**config.mk**
```make
export PLATFORM = sky130hd
export DESIGN_NAME = spi_cmd_rx
export DESIGN_NICKNAME = d
export VERILOG_FILES = /design/src/rtl/spi_cmd_pkg.sv /design/src/rtl/spi_cmd_rx_sync_edge.sv /design/src/rtl/spi_cmd_rx.sv
export SDC_FILE = /design/constraint.sdc
export NUM_CORES = 2
export LEC_CHECK = 0
export CAP_MARGIN = 20
export CORE_ASPECT_RATIO = 1.4
export CORE_MARGIN = 5
export CORE_UTILIZATION = 45
export DETAILED_ROUTE_END_ITERATION = 7
export GPL_TIMING_DRIVEN = 0
export PLACE_DENSITY = 0.78
export REMOVE_ABC_BUFFERS = 1
export SYNTH_ARGS = -nofsm -noshare
export SYNTH_HDL_FRONTEND = slang
export SYNTH_SLANG_ARGS = --single-unit
```
**constraint.sdc**
```tcl
create_clock -name clk -period 97.9 [get_ports clk]
set_input_delay 29.37 -clock clk [delete_from_list [all_inputs] [get_ports clk]]
set_output_delay 29.37 -clock clk [all_outputs]
set_load 0.03 [all_outputs]
```
**src/rtl/spi_cmd_pkg.sv**
```systemverilog
// Shared types and command-frame field map for the SPI command receiver.
// Field offsets assume the 51-byte command frame layout.
package spi_cmd_pkg;

  typedef enum logic [1:0] {
    IDLE,
    RX,
    CHECK
  } spi_rx_state_t;

  localparam int TIME_W = 64;

  localparam int FLD_TIME_HI         = 407;
  localparam int FLD_TIME_LO         = 344;
  localparam int FLD_FREQ_HI         = 343;
  localparam int FLD_FREQ_LO         = 296;
  localparam int FLD_FREQ_STEP_HI    = 295;
  localparam int FLD_FREQ_STEP_LO    = 248;
  localparam int FLD_FREQ_RATE_HI    = 247;
  localparam int FLD_FREQ_RATE_LO    = 216;
  localparam int FLD_TIME_START_HI   = 215;
  localparam int FLD_TIME_START_LO   = 152;
  localparam int FLD_N_IMPULSE_HI    = 151;
  localparam int FLD_N_IMPULSE_LO    = 136;
  localparam int FLD_TYPE_IMPULSE_HI = 135;
  localparam int FLD_TYPE_IMPULSE_LO = 128;
  localparam int FLD_INTERVAL_TI_HI  = 127;
  localparam int FLD_INTERVAL_TI_LO  = 96;
  localparam int FLD_INTERVAL_TP_HI  = 95;
  localparam int FLD_INTERVAL_TP_LO  = 64;
  localparam int FLD_TBLANK1_HI      = 63;
  localparam int FLD_TBLANK1_LO      = 32;
  localparam int FLD_TBLANK2_HI      = 31;
  localparam int FLD_TBLANK2_LO      = 0;

endpackage

```
**src/rtl/spi_cmd_rx_sync_edge.sv**
```systemverilog
// Synchroniser for an asynchronous pin with registered rise/fall strobes.
// RST_VAL sets what the chain looks like out of reset, so no false edge.
module sync_edge #(
  parameter int   STAGES  = 2,
  parameter logic RST_VAL = 1'b0
) (
  input  logic clk,
  input  logic rst,
  input  logic d,
  output logic rise,
  output logic fall
);

  logic [STAGES-1:0] sync_r;
  logic              prev_r;

  // Shift the pin through the chain and compare the last two samples.
  always_ff @(posedge clk or posedge rst) begin
    if (rst) begin
      sync_r <= {STAGES{RST_VAL}};
      prev_r <= RST_VAL;
      rise   <= 1'b0;
      fall   <= 1'b0;
    end else begin
      sync_r <= {sync_r[STAGES-2:0], d};
      prev_r <= sync_r[STAGES-1];
      rise   <= sync_r[STAGES-1] & ~prev_r;
      fall   <= ~sync_r[STAGES-1] & prev_r;
    end
  end

endmodule

```
**src/rtl/spi_cmd_rx.sv**
```systemverilog
// SPI-slave command-frame receiver, oversampled in the clk domain.
// Emits whole frames of FRAME_BYTES bytes and a stretched time flag.
module spi_cmd_rx
  import spi_cmd_pkg::*;
#(
  parameter int FRAME_BYTES = 51,
  parameter bit CPOL        = 1'b0,
  parameter bit CPHA        = 1'b0,
  parameter int SYNC_STAGES = 2,
  parameter int TIME_HOLD   = 128
) (
  input  logic                                 clk,
  input  logic                                 rst,
  input  logic                                 sclk,
  input  logic                                 cs_n,
  input  logic                                 mosi,
  output logic [FRAME_BYTES*8-1:0]             frame_data,
  output logic                                 frame_wr,
  output logic                                 frame_err,
  output logic                                 time_update,
  output logic [$clog2(FRAME_BYTES*8+2)-1:0]   bit_cnt
);

  localparam int FRAME_W = FRAME_BYTES * 8;
  localparam int CNT_W   = $clog2(FRAME_W + 2);
  localparam int HOLD_W  = $clog2(TIME_HOLD + 2);

  localparam logic [CNT_W-1:0]  CNT_FULL  = CNT_W'(FRAME_W);
  localparam logic [CNT_W-1:0]  CNT_OVF   = CNT_W'(FRAME_W + 1);
  localparam logic [HOLD_W-1:0] HOLD_LOAD = HOLD_W'(TIME_HOLD);

  // Modes 0 and 3 sample on the rising SCLK edge, 1 and 2 on falling.
  localparam bit SAMPLE_RISE = (CPOL == CPHA);

  logic sclk_rise, sclk_fall;
  logic cs_rise, cs_fall;
  logic sclk_smp;

  logic [SYNC_STAGES-1:0] mosi_sync;
  logic                   mosi_d;

  spi_rx_state_t        state;
  logic [FRAME_W-1:0]   shift_r;
  logic [HOLD_W-1:0]    hold_cnt;

  sync_edge #(
    .STAGES  (SYNC_STAGES),
    .RST_VAL (CPOL)
  ) u_sclk_sync (
    .clk  (clk),
    .rst  (rst),
    .d    (sclk),
    .rise (sclk_rise),
    .fall (sclk_fall)
  );

  // Chain resets low so cs_n held low across reset never looks
  // like a fresh falling edge.
  sync_edge #(
    .STAGES  (SYNC_STAGES),
    .RST_VAL (1'b0)
  ) u_cs_sync (
    .clk  (clk),
    .rst  (rst),
    .d    (cs_n),
    .rise (cs_rise),
    .fall (cs_fall)
  );

  assign sclk_smp = SAMPLE_RISE ? sclk_rise : sclk_fall;

  // mosi_d lines up with the sample that produced the SCLK strobe.
  always_ff @(posedge clk or posedge rst) begin
    if (rst) begin
      mosi_sync <= '0;
      mosi_d    <= 1'b0;
    end else begin
      mosi_sync <= {mosi_sync[SYNC_STAGES-2:0], mosi};
      mosi_d    <= mosi_sync[SYNC_STAGES-1];
    end
  end

  // Frame FSM: collect bits under cs_n, then judge the bit count.
  always_ff @(posedge clk or posedge rst) begin
    if (rst) begin
      state      <= IDLE;
      shift_r    <= '0;
      bit_cnt    <= '0;
      frame_data <= '0;
      frame_wr   <= 1'b0;
      frame_err  <= 1'b0;
      hold_cnt   <= '0;
    end else begin
      frame_wr  <= 1'b0;
      frame_err <= 1'b0;
      if (hold_cnt != '0) begin
        hold_cnt <= hold_cnt - 1'b1;
      end
      unique case (state)
        IDLE: begin
          if (cs_fall) begin
            state   <= RX;
            shift_r <= '0;
            bit_cnt <= '0;
          end
        end
        RX: begin
          if (sclk_smp && bit_cnt != CNT_OVF) begin
            shift_r <= {shift_r[FRAME_W-2:0], mosi_d};
            bit_cnt <= bit_cnt + 1'b1;
          end
          if (cs_rise) begin
            state <= CHECK;
          end
        end
        CHECK: begin
          state <= IDLE;
          if (bit_cnt == CNT_FULL) begin
            frame_data <= shift_r;
            frame_wr   <= 1'b1;
            if (|shift_r[FRAME_W-1 -: TIME_W]) begin
              hold_cnt <= HOLD_LOAD;
            end
          end else if (bit_cnt != '0) begin
            frame_err <= 1'b1;
          end
        end
        default: state <= IDLE;
      endcase
    end
  end

  assign time_update = (hold_cnt != '0);

endmodule
```
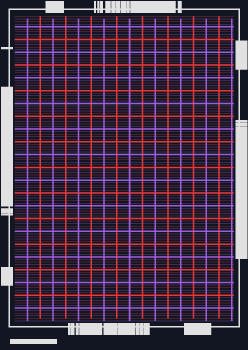
(images/power_grid.png)
Scale bar: 50 um. Pins as bars on the die edge.
- purple: VSS
- red: VDD
- met1 rails: 120
- rows: 119

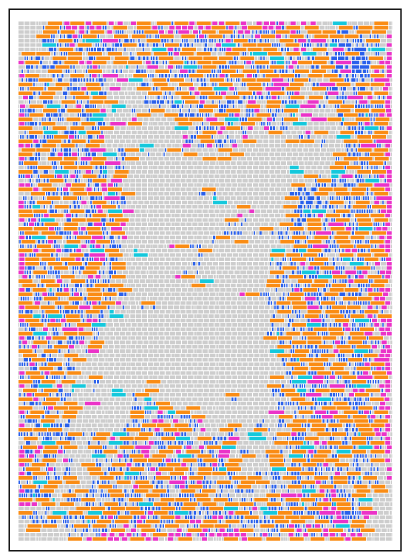
(images/placement_by_type.png)
Fill, decap, tap and diode cells in grey.
- cyan: clock drivers and dummy loads (cells 137; share of their area 6.2%)
- orange: flops (cells 849; share of their area 52%)
- blue: combinational and other logic (cells 2562; share of their area 28%)
- magenta: other buffers and delay cells (cells 500; share of their area 15%)
Seq/total area: 50.1%
Final Cell Area: 42400 um^2
core area: 75300 um^2
Final Util: 56.2%

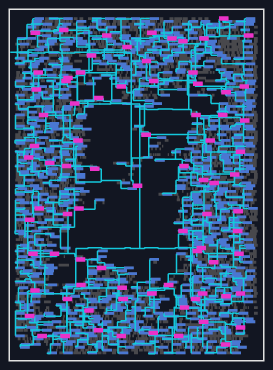
(images/clk_routes.png)
- magenta: clock drivers (count 82)
- cyan: clock wires (length 10200 um)
- blue: flip-flops (count 849)
- flops lie: all over the die
- routed clock nets: 83

==> flow_metrics.py <==
# Flow results
metrics = {
    "status": {
        "status": "finished clean",
    },
    "cts": {
        "insertion_delay_ns": 0.62,
        "htree_levels": 3,
        "cts_buffers": 82,
    },
    "power": {
        "power_top_consumer": "sequential cells",
        "p_switching_uw": 182,
        "p_int_uw": 539,
        "pwr-share-seq_pct": 48.9,
        "pg_comb_uw": 62.7,
        "p_sw_share_pct": 25.3,
        "ir_drop_mv": 0.0146,
        "clock_power_uw": 306,
        "clock_power_share_pct": 42.4,
    },
    "flow_run": {
        "max-cap-violations": 0,
    },
    "synth": {
        "ys_types": 42,
        "ys_area_um2": 34200,
        "xor_share_pct": 0.205,
        "syn_area_um2": 34200,
        "yosysTopAreaCell": "dfrtp_1",
        "synth-edff-count": 0,
        "yosys_warnings": 0,
        "synth-async-reset-ratio_pct": 100,
        "logic_family": "simple AND/OR/NAND/NOR gates",
        "top_cells_by_area": "dfrtp_1 62%, nand2_1 18%, nand3_1 6.0%, o21ai_2 2.8%, o21ai_0 2.7%",
        "yosysTopAreaCellShare_pct": 62.2,
        "synthTopCellsByCount": "1681 x nand2_1, 849 x dfrtp_1, 410 x nand3_1",
    },
    "critical_path": {
        "cp-end-kind": "primary output",
        "path_class": "reg -> out",
        "slowest_delay_ns": 0.69,
        "cp_data_required_time_ns": 68.53,
        "cp_top_family": "simple AND/OR/NAND/NOR gates",
    },
    "final_layout": {
        "mostFrequentLayoutCells": "1680 x nand2_1, 849 x dfrtp_1, 424 x clkdlybuf4s50_1",
        "fin_nets": 4005,
        "lay_top_count": "nand2_1",
        "flop_area_um2": 21200,
        "area_delta_synth_final_pct": 24.0,
        "fin_cells": 5016,
    },
    "placement": {
        "dpl.hpwl_mm": 58.6,
        "placed_cells": 4879,
        "io_buffers": 424,
    },
    "floorplan": {
        "io_pins": 425,
        "fp_util_pct": 45.3,
        "die-area_um2": 81600,
        "die_h_um": 336,
    },
    "timing": {
        "slew_headroom_pct": 40.7,
        "fin_tns_setup_ns": 0,
        "period_needed_ns": 32.30,
        "setup_violations": 0,
        "drv_slew": 0,
        "period_used_pct": 33.0,
    },
    "routing": {
        "drtIter0Drc": 2121,
        "ant_nets": 0,
        "firstDrtPassIters": 6,
        "vias_per_cell": 5.32,
    },
    "global_route": {
        "grt_pass1_vias": 26400,
        "overflow": 0,
        "grt_pass1_wl_mm": 146,
    },
    "worst_hold_path": {
        "whs_path_depth": 0,
    },
}
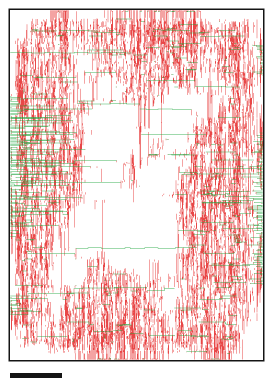
(images/wires.png)
Scale bar: 50 um. Two of the layers only.
- red: metal 2 (wire length 43.4 mm)
- green: metal 3 (wire length 6560 um)
per-cell routed wire length: 17.7 um
Tot GR Track Use: 21.5%
final WL: 88.6 mm
vias: 26700

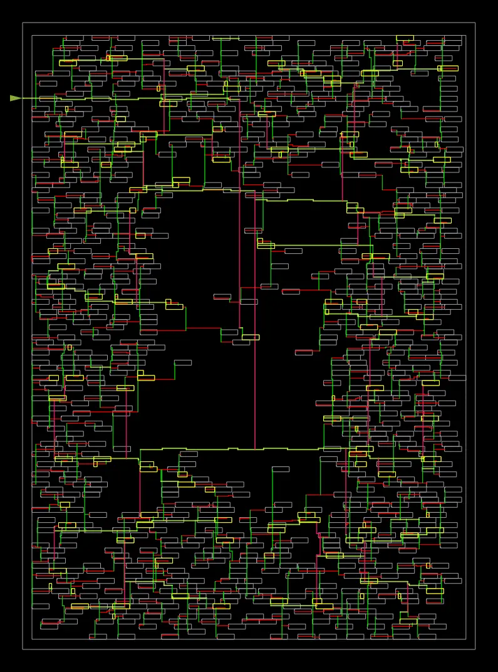
(images/clocks.png)
registers: 849
clk sinks: 849

-- per-stage QoR --
step / total power [mW] / hold WS, ns / setup WS, ns / area, um^2 / util, %
global route: 0.749 / 0.354 / 65.51 / 42400 / 56.2
finish: 0.722 / 0.347 / 65.60 / 42400 / 56.2
global placement: 0.408 / 0.334 / 14.72 / 38000 / 50.5
CTS: 0.730 / 0.350 / 65.54 / 42400 / 56.2
detailed placement: 0.423 / 0.336 / 66.13 / 39800 / 52.8
floorplan: 0.390 / 0.331 / 44.68 / 32600 / -
-- flip-flops by register name (all words and copies together) (netlist names) --
register / cells
u_sclk_sync.prev_r: 1
hold_cnt: 8
shift_r: 408
u_sclk_sync.rise: 1
u_cs_sync.fall: 1
bit_cnt: 9
frame_wr: 1
u_sclk_sync.sync_r: 2
mosi_sync: 2
u_cs_sync.prev_r: 1
state: 2
frame_data: 408
frame_err: 1
mosi_d: 1
u_cs_sync.rise: 1
u_cs_sync.sync_r: 2
-- final timing paths --
| kind | slack [ns] | from | end |
|---|---|---|---|
| worst max register to register | 93.89 | bit_cnt[1] | shift_r[81] |
| min in group asynchronous | 29.07 | rst | shift_r[333] |
| worst min-delay path | 0.35 | mosi_sync[0] | mosi_sync[1] |
| worst max-delay path | 65.60 | hold_cnt[2] | time_update |
| worst min register to register | 0.35 | mosi_sync[0] | mosi_sync[1] |
| max in group asynchronous | 66.80 | rst | frame_data[155] |
-- layer usage --
layer  global-route usage, %  share of wire [%]  routed length [um]
met4                    7.42                3.4                3010
met5                       0                  0                   0
met3                    5.55                7.4                6550
met1                    27.8                 40               35600
met2                    35.6                 49               43400
-- area by class of cell --
cell class,count,share of cell area (%)
inverter,7,0.0797
timing repair buffer,500,14.1
clock buffer,118,5.61
tap,968,2.86
sequential,849,50.1
multi-input combinational,2555,26.7
clock inverter,19,0.419
Power and IR drop assume default switching activity.
